$ cat config.mk
export PLATFORM = sky130hd
export DESIGN_NAME = lsu
export DESIGN_NICKNAME = d
export VERILOG_FILES = /design/src/rtl/lsu.sv
export SDC_FILE = /design/constraint.sdc
export NUM_CORES = 1
export LEC_CHECK = 0
export CAP_MARGIN = 20
export CORE_ASPECT_RATIO = 1.1
export CORE_MARGIN = 2
export CORE_UTILIZATION = 45
export CTS_BUF_LIST = sky130_fd_sc_hd__clkbuf_16
export DETAILED_ROUTE_END_ITERATION = 6
export PLACE_DENSITY = 0.86
export SKIP_LAST_GASP = 1
export SLEW_MARGIN = 10
export SYNTH_ARGS = -nofsm -noshare
export SYNTH_HDL_FRONTEND = slang
export SYNTH_SLANG_ARGS = --single-unit
$ cat constraint.sdc
create_clock -name clk -period 5.4 [get_ports clk]
set_input_delay 1.08 -clock clk [delete_from_list [all_inputs] [get_ports clk]]
set_output_delay 1.08 -clock clk [all_outputs]
set_load 0.01 [all_outputs]
$ cat src/rtl/lsu.sv
// Load/store unit: decodes RV32 loads and stores, runs one data-memory access at a time,
// and returns extended load data or an error to writeback.
module lsu #(
    parameter int TIMEOUT = 16
) (
    input  logic        clk,
    input  logic        rst,
    input  logic        req_valid,
    output logic        req_ready,
    input  logic [16:0] req_op,
    input  logic [31:0] req_addr,
    input  logic [31:0] req_wdata,
    input  logic [4:0]  req_rd,
    output logic        mem_req,
    output logic        mem_we,
    output logic [31:0] mem_addr,
    output logic [31:0] mem_wdata,
    output logic [3:0]  mem_wstrb,
    input  logic        mem_ack,
    input  logic [31:0] mem_rdata,
    output logic        rsp_valid,
    input  logic        rsp_ready,
    output logic [31:0] rsp_data,
    output logic [4:0]  rsp_rd,
    output logic        rsp_we,
    output logic        rsp_err
);

    typedef enum logic [1:0] {IDLE, ACCESS, RESP} stateType;

    stateType    stateReg, stateNext;
    logic        accept, timeoutHit;
    logic [7:0]  cntReg;

    logic [2:0]  f3Reg;
    logic [1:0]  offsetReg;
    logic        isLoadReg;
    logic [4:0]  rdReg;
    logic        memWeReg;
    logic [31:0] memAddrReg, memWdataReg;
    logic [3:0]  memWstrbReg;
    logic [31:0] rspDataReg;
    logic        rspWeReg, rspErrReg;

    // Request decode
    logic [2:0]  reqF3;
    logic [6:0]  reqOpcode;
    logic        reqIsLoad, reqIsStore, reqLegalF3, reqMisaligned, reqErr;
    logic [3:0]  reqWstrb;
    logic [31:0] reqLaneData;
    logic        unusedFunct7;

    assign reqF3        = req_op[9:7];
    assign reqOpcode    = req_op[6:0];
    assign unusedFunct7 = ^req_op[16:10];
    assign reqIsLoad    = (reqOpcode == 7'b0000011);
    assign reqIsStore   = (reqOpcode == 7'b0100011);

    always_comb begin
        reqLegalF3 = 1'b0;
        if (reqIsLoad)
            reqLegalF3 = (reqF3 == 3'b000) || (reqF3 == 3'b001) || (reqF3 == 3'b010) ||
                         (reqF3 == 3'b100) || (reqF3 == 3'b101);
        else if (reqIsStore)
            reqLegalF3 = (reqF3 == 3'b000) || (reqF3 == 3'b001) || (reqF3 == 3'b010);
    end

    assign reqMisaligned = ((reqF3[1:0] == 2'b01) && req_addr[0]) ||
                           ((reqF3[1:0] == 2'b10) && (req_addr[1:0] != 2'b00));
    assign reqErr        = !reqLegalF3 || reqMisaligned;

    always_comb begin
        reqWstrb = 4'b0000;
        if (reqIsStore) begin
            case (reqF3[1:0])
                2'b00:   reqWstrb = 4'b0001 << req_addr[1:0];
                2'b01:   reqWstrb = 4'b0011 << req_addr[1:0];
                default: reqWstrb = 4'b1111;
            endcase
        end
    end

    // Replicate the store byte/half across every lane so the strobe alone picks the target.
    generate
        for (genvar gi = 0; gi < 4; gi++) begin : genLane
            always_comb begin
                case (reqF3[1:0])
                    2'b00:   reqLaneData[8*gi +: 8] = req_wdata[7:0];
                    2'b01:   reqLaneData[8*gi +: 8] = req_wdata[8*(gi%2) +: 8];
                    default: reqLaneData[8*gi +: 8] = req_wdata[8*gi +: 8];
                endcase
            end
        end
    endgenerate

    // Load extraction
    logic [31:0] shifted, loadData;
    assign shifted = mem_rdata >> {offsetReg, 3'b000};

    always_comb begin
        case (f3Reg)
            3'b000:  loadData = {{24{shifted[7]}}, shifted[7:0]};
            3'b001:  loadData = {{16{shifted[15]}}, shifted[15:0]};
            3'b100:  loadData = {24'd0, shifted[7:0]};
            3'b101:  loadData = {16'd0, shifted[15:0]};
            default: loadData = mem_rdata;
        endcase
    end

    // A late ack on the final allowed cycle still completes the access.
    assign timeoutHit = !mem_ack && (cntReg == 8'(TIMEOUT - 1));

    always_ff @(posedge clk or posedge rst) begin
        if (rst) stateReg <= IDLE;
        else     stateReg <= stateNext;
    end

    always_comb begin
        stateNext = stateReg;
        accept    = 1'b0;
        case (stateReg)
            IDLE: begin
                if (req_valid) begin
                    accept    = 1'b1;
                    stateNext = reqErr ? RESP : ACCESS;
                end
            end
            ACCESS: begin
                if (mem_ack || timeoutHit) stateNext = RESP;
            end
            RESP: begin
                if (rsp_ready) stateNext = IDLE;
            end
            default: stateNext = IDLE;
        endcase
    end

    always_ff @(posedge clk or posedge rst) begin
        if (rst) begin
            cntReg      <= '0;
            f3Reg       <= '0;
            offsetReg   <= '0;
            isLoadReg   <= 1'b0;
            rdReg       <= '0;
            memWeReg    <= 1'b0;
            memAddrReg  <= '0;
            memWdataReg <= '0;
            memWstrbReg <= '0;
            rspDataReg  <= '0;
            rspWeReg    <= 1'b0;
            rspErrReg   <= 1'b0;
        end else begin
            if (accept) begin
                cntReg      <= '0;
                f3Reg       <= reqF3;
                offsetReg   <= req_addr[1:0];
                isLoadReg   <= reqIsLoad;
                rdReg       <= req_rd;
                memWeReg    <= reqIsStore;
                memAddrReg  <= {req_addr[31:2], 2'b00};
                memWdataReg <= reqIsStore ? reqLaneData : 32'd0;
                memWstrbReg <= reqWstrb;
                rspDataReg  <= '0;
                rspWeReg    <= 1'b0;
                rspErrReg   <= reqErr;
            end else if (stateReg == ACCESS) begin
                if (mem_ack) begin
                    rspDataReg <= isLoadReg ? loadData : 32'd0;
                    rspWeReg   <= isLoadReg && (rdReg != 5'd0);
                    rspErrReg  <= 1'b0;
                end else if (timeoutHit) begin
                    rspDataReg <= '0;
                    rspWeReg   <= 1'b0;
                    rspErrReg  <= 1'b1;
                end else begin
                    cntReg <= cntReg + 8'd1;
                end
            end
        end
    end

    assign req_ready = (stateReg == IDLE) && !rst;

    assign mem_req   = (stateReg == ACCESS);
    assign mem_we    = mem_req && memWeReg;
    assign mem_addr  = mem_req ? memAddrReg  : 32'd0;
    assign mem_wdata = mem_req ? memWdataReg : 32'd0;
    assign mem_wstrb = mem_req ? memWstrbReg : 4'd0;

    assign rsp_valid = (stateReg == RESP);
    assign rsp_data  = rsp_valid ? rspDataReg : 32'd0;
    assign rsp_rd    = rsp_valid ? rdReg      : 5'd0;
    assign rsp_we    = rsp_valid && rspWeReg;
    assign rsp_err   = rsp_valid && rspErrReg;

endmodule

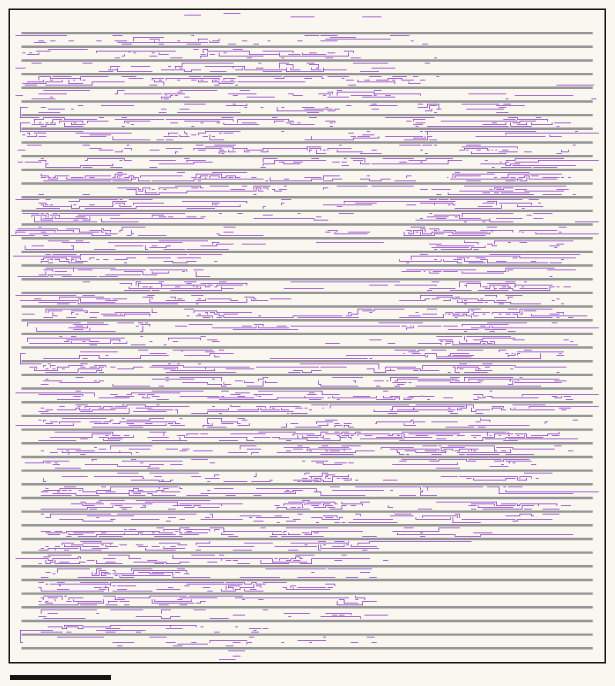
run_1/met1.png
The bar under the picture is 20 microns long. Supply wires on this layer in gray.
The longest straight run is 24.8 microns. The layer holds 40% of the routed length.
final WL: 19000 microns
DR vias: 5871
met1 Track Usage GR: 29.7%

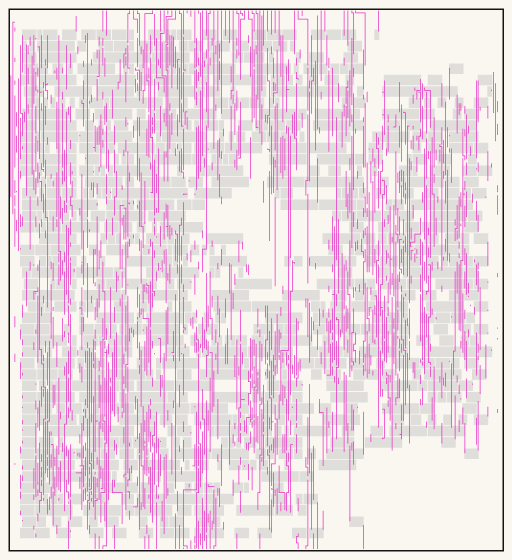
run_1/met2.png
Cells faint in the background.
The wires run mostly vertical. The layer holds 47% of the routed length. 855 nets have wire on it.
met2 usage in global routing: 41.0%

==> job_summary.md, run 1 <==
## Synthesis and layout report

| Metric | Value |
|---|---|
| Status | `complete, no violations` |
| Yosys aoi share | `around 14%` |
| Critical path cell sequence | `nand2b_2 > inv_2 > and2_1 > clkdlybuf4s50_1` |
| Worst-path clk slew | `roughly 0.060 ns` |
| Design area | `0.00934 sq mm` |
| CTS max path bufs | `2` |
| Initial antenna violation count | `0` |
| Main logic family | `simple AND/OR/NAND/NOR gates` |
| Synth Instances | `between 700 and 800` |
| Fin Hold WS | `0.465 ns` |
| Levels on crit path | `4` |
| Width of the die | `118 microns` |
| Worst-Skew Late Latency | `between 0.4 and 0.5 ns` |
| Post-synth EDFFs | `0` |
| Slowest stage delay, CP | `0.72 ns` |
| H-tree depth | `4` |
| Core Util at FP | `~46%` |
| Startpoint types | `flip-flop` |
| HP Class | `reg2reg` |
| F_max | `0.260 GHz` |
| Total congestion overflow | `0` |
| R2r startpoint | `stateReg[1]` |
| Std-Cell Rows | `between 40 and 50` |
| Ys cells | `between 700 and 800` |
| Port buffer count | `approximately 220` |
| RSZ-0062 raised after global routing | `false` |
| Slowest library cell on the worst path | `inv_2` |
| Full die area | `0.0153 sq mm` |
| Pwr/cell area | `between 200 and 300 mW/mm^2` |
| Buffers plus inverters on the worst setup path | `2` |
| Post-synthesis chip area from yosys | `between 0.006 and 0.007 sq mm` |
| Crit-path max FO | `~70` |
| CP required | `around 4.3 ns` |
| Drt first-iter violations | `364` |
| R2R Path End | `rspDataReg[17]` |
| Final Hold Violation Tally | `0` |
| Initial DRT Pass Iterations | `5` |
| Registers, synthesis | `122` |
| Root buf cell | `clkbuf_16` |
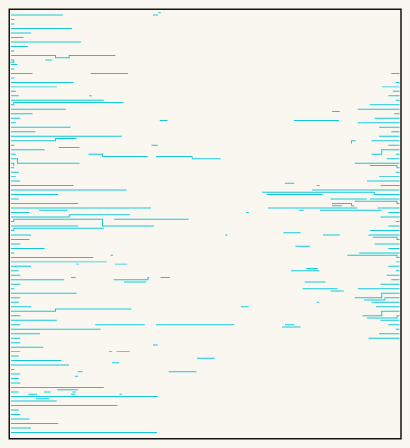
run_1/met3.png
187 nets have wire on it. The longest straight run is 44.2 microns. The wires run mostly horizontal.
GRT met3 Usage: 10.4%

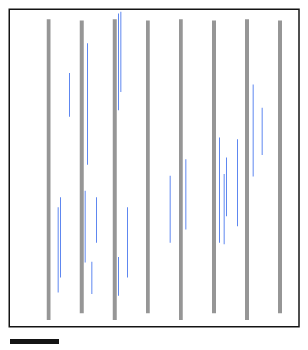
run_1/met4.png
The bar under the picture is 20 microns long. Supply wires on this layer in gray.
The layer carries 554 microns of wire. 17 nets have wire on it. The longest straight run is 49.6 microns. The wires run mostly vertical. The layer holds 2.9% of the routed length.

-- run 1: synthesized netlist by cell type (6+ instances only) --
master,number
a211o_1,8
a21oi_1,14
a221o_1,17
a22o_1,9
a2bb2oi_1,7
and2_1,107
buf_2,6
clkbuf_1,37
dfrtp_1,122
mux2i_1,37
nand2_1,159
nand3b_1,7
nor2_1,31
nor2b_1,10
nor3_1,11
o21a_1,7
o21ai_0,43
o2bb2ai_1,9
-- run 1: final cells by class --
cell class	count	area, sq um
fillers	1116	4560
multi-input cells	524	3140
flip-flops and latches	122	3050
repair buffers	230	2290
clock buffers	17	425
well taps	188	235
clock inverters	15	189
inverters	4	17.5
-- run 1: registers in the layout, indices dropped and copies added, names as in the netlist --
signal and count:
rspDataReg 32, memWeReg 1, memWdataReg 32, cntReg 8, stateReg 2, memAddrReg 30
rdReg 5, rspWeReg 1, f3Reg 3, offsetReg 2, rspErrReg 1, memWstrbReg 4
isLoadReg 1
-- run 1: worst reg2reg max path: cells and delay by family, from the launching register on --
kind / cells / cell delay [ns]
buffers and inverters: 1 / 0.72
AOI/OAI and AO/OA: 1 / 0.26
DFF: 1 / 0.48
and+or+nand+nor: 3 / 1.40
-- run 1: power by group --
part           internal (mW)  total (mW)  switching, mW  leakage [nW]
registers              0.982        1.06         0.0735          1.63
logic                  0.194       0.398          0.204          2.31
clock network          0.735        1.18          0.447         0.301
-- run 1: cells by family (layout without fill, tap and decap cells) --
kind of cell,Yosys count,count (layout)
simple gates,353,353
xor+xnor,3,3
compound gates,126,126
flops,122,122
other cells,1,2
mux,39,39
fa+ha+maj,1,1
buf+inv,60,266
-- run 1: layer usage --
layer  GRT usage [%]  vias up  wire (microns)
met4            10.3        0             554
li1                -     2775               -
met5               0        -               0
met2            41.0      251            8900
met3            10.4       39            1890
met1            29.7     2806            7700
--- run 2 (diff from run 1) ---
- clock period: 5.4 -> 3.6 ns (I/O delays scaled with it)
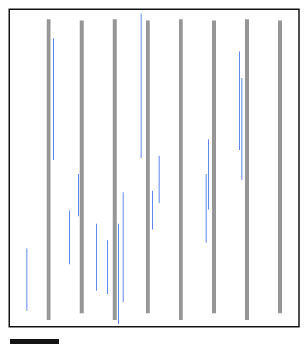
run_2/met4.png
The bar under the picture is 20 microns long. Supply wires on this layer in gray.
The wires run mostly vertical. The layer carries 480 microns of wire.
DR vias: 5884
final WL: 19100 microns

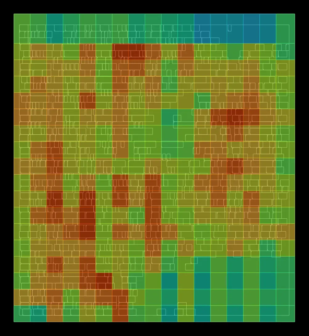
run_2/final_congestion.png
Util after Layout: 68.3%
GRT met3 Usage: 8.65%

==> job_summary.md, run 2 <==
## Synthesis and layout report

| Metric | Value |
|---|---|
| Status | `complete, no violations` |
| H-tree depth | `4` |
| Tally of OpenROAD warnings | `33` |
| Core Util at FP | `between 40 and 50%` |
| Yosys aoi share | `roughly 14%` |
| Final setup TNS | `0 ns` |
| Fin Hold WS | `~0.47 ns` |
| Critical path cell sequence | `nand2b_2 > inv_2 > buf_4 > and2_1 > clkdlybuf4s50_1` |
| Worst-path clk slew | `~0.06 ns` |
| F_max | `a little over 0.3 GHz` |
| Buffers plus inverters on the worst setup path | `3` |
| Synth Instances | `between 700 and 800` |
| CP required | `around 2.9 ns` |
| HP Class | `reg2reg` |
| Post-synth EDFFs | `0` |
| Final Hold Violation Tally | `0` |
| Full die area | `~0.015 sq mm` |
| Crit-path max FO | `30` |
| Root buf cell | `clkbuf_16` |
| Worst-Skew Late Latency | `0.41 ns` |
| Slowest library cell on the worst path | `clkdlybuf4s50_1` |
| First-pass GRT wire length | `between 30000 and 40000 microns` |
| Startpoint types | `flip-flop` |
| Registers, synthesis | `between 100 and 150` |
| Std-Cell Rows | `between 40 and 50` |
| Number of remaining DRC errors | `0` |
| Top cells by count, synth | `nand2_1 (159), dfrtp_1 (122), and2_1 (107), o21ai_0 (43)` |
| CTS max path bufs | `2` |
| RSZ-0062 raised after global routing | `false` |
| Main logic family | `simple AND/OR/NAND/NOR gates` |
| Initial DRT Pass Iterations | `5` |
| Post-synthesis chip area from yosys | `around 0.0065 sq mm` |
| Pwr/cell area | `437 mW/mm^2` |
| Width of the die | `118 microns` |
| Design area | `0.00950 sq mm` |
| Ys cells | `a little over 700` |
| Drt first-iter violations | `324` |
| Most instantiated library cell after synthesis | `nand2_1` |
| Biggest regs | `memWdataReg (32), rspDataReg (32), memAddrReg (30)` |
| Initial antenna violation count | `0` |
| Total congestion overflow | `0` |
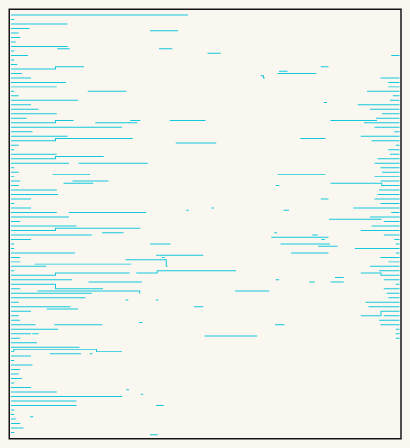
run_2/met3.png
The layer carries 1830 microns of wire. The layer holds 9.6% of the routed length. 194 nets have wire on it. The wires run mostly horizontal.

## run 2: kinds of logic (layout without fill, tap and decap cells)
group / Yosys count / count (layout)
AND/OR/NAND/NOR: 353 / 353
AND-OR/OR-AND: 126 / 126
flip-flops: 122 / 122
buffers and inverters: 60 / 271
multiplexers: 39 / 39
XOR/XNOR: 3 / 3
adder cells (fa/ha/maj): 1 / 1
other: 1 / 2
## run 2: worst paths after layout
| check | cells after the start | slack (ns) | endpoint | startpoint |
|---|---|---|---|---|
| max | 5 | 0.39 | mem_addr[3] | stateReg[1] |
| min | 2 | 0.47 | memAddrReg[17] | memAddrReg[17] |
| max reg2reg | 6 | 0.94 | rspDataReg[31] | stateReg[1] |
| min reg2reg | 2 | 0.47 | memAddrReg[17] | memAddrReg[17] |
| max in group asynchronous | 3 | 2.13 | cntReg[6] | rst |
| min in group asynchronous | 2 | 0.80 | rspDataReg[9] | rst |
## run 2: cell type report
class,instances,area (sq um)
fillers,1067,4410
multi-input cells,524,3130
flip-flops and latches,122,3050
repair buffers,235,2370
clock buffers,17,425
clock inverters,15,260
well taps,188,235
inverters,4,18.8
## run 2: metal layers
layer | vias up | GRT usage [%] | routed length [microns]
li1 | 2782 | - | -
met1 | 2804 | 30.3 | 7660
met2 | 268 | 41.8 | 9140
met3 | 30 | 8.65 | 1830
met4 | 0 | 9.85 | 480
met5 | - | 0 | 0
## run 2: report_power, final
group / internal (mW) / switching (mW)
clock: 1.31 / 0.647
combinational: 0.298 / 0.310
sequential: 1.47 / 0.109
## run 2: worst min-delay path, delay by kind of cell, from the launching register on
kind             cells  cell delay, ns
flip-flops           1            0.34
AND/OR/NAND/NOR      2            0.10
Power is estimated from default activity; no workload was simulated.
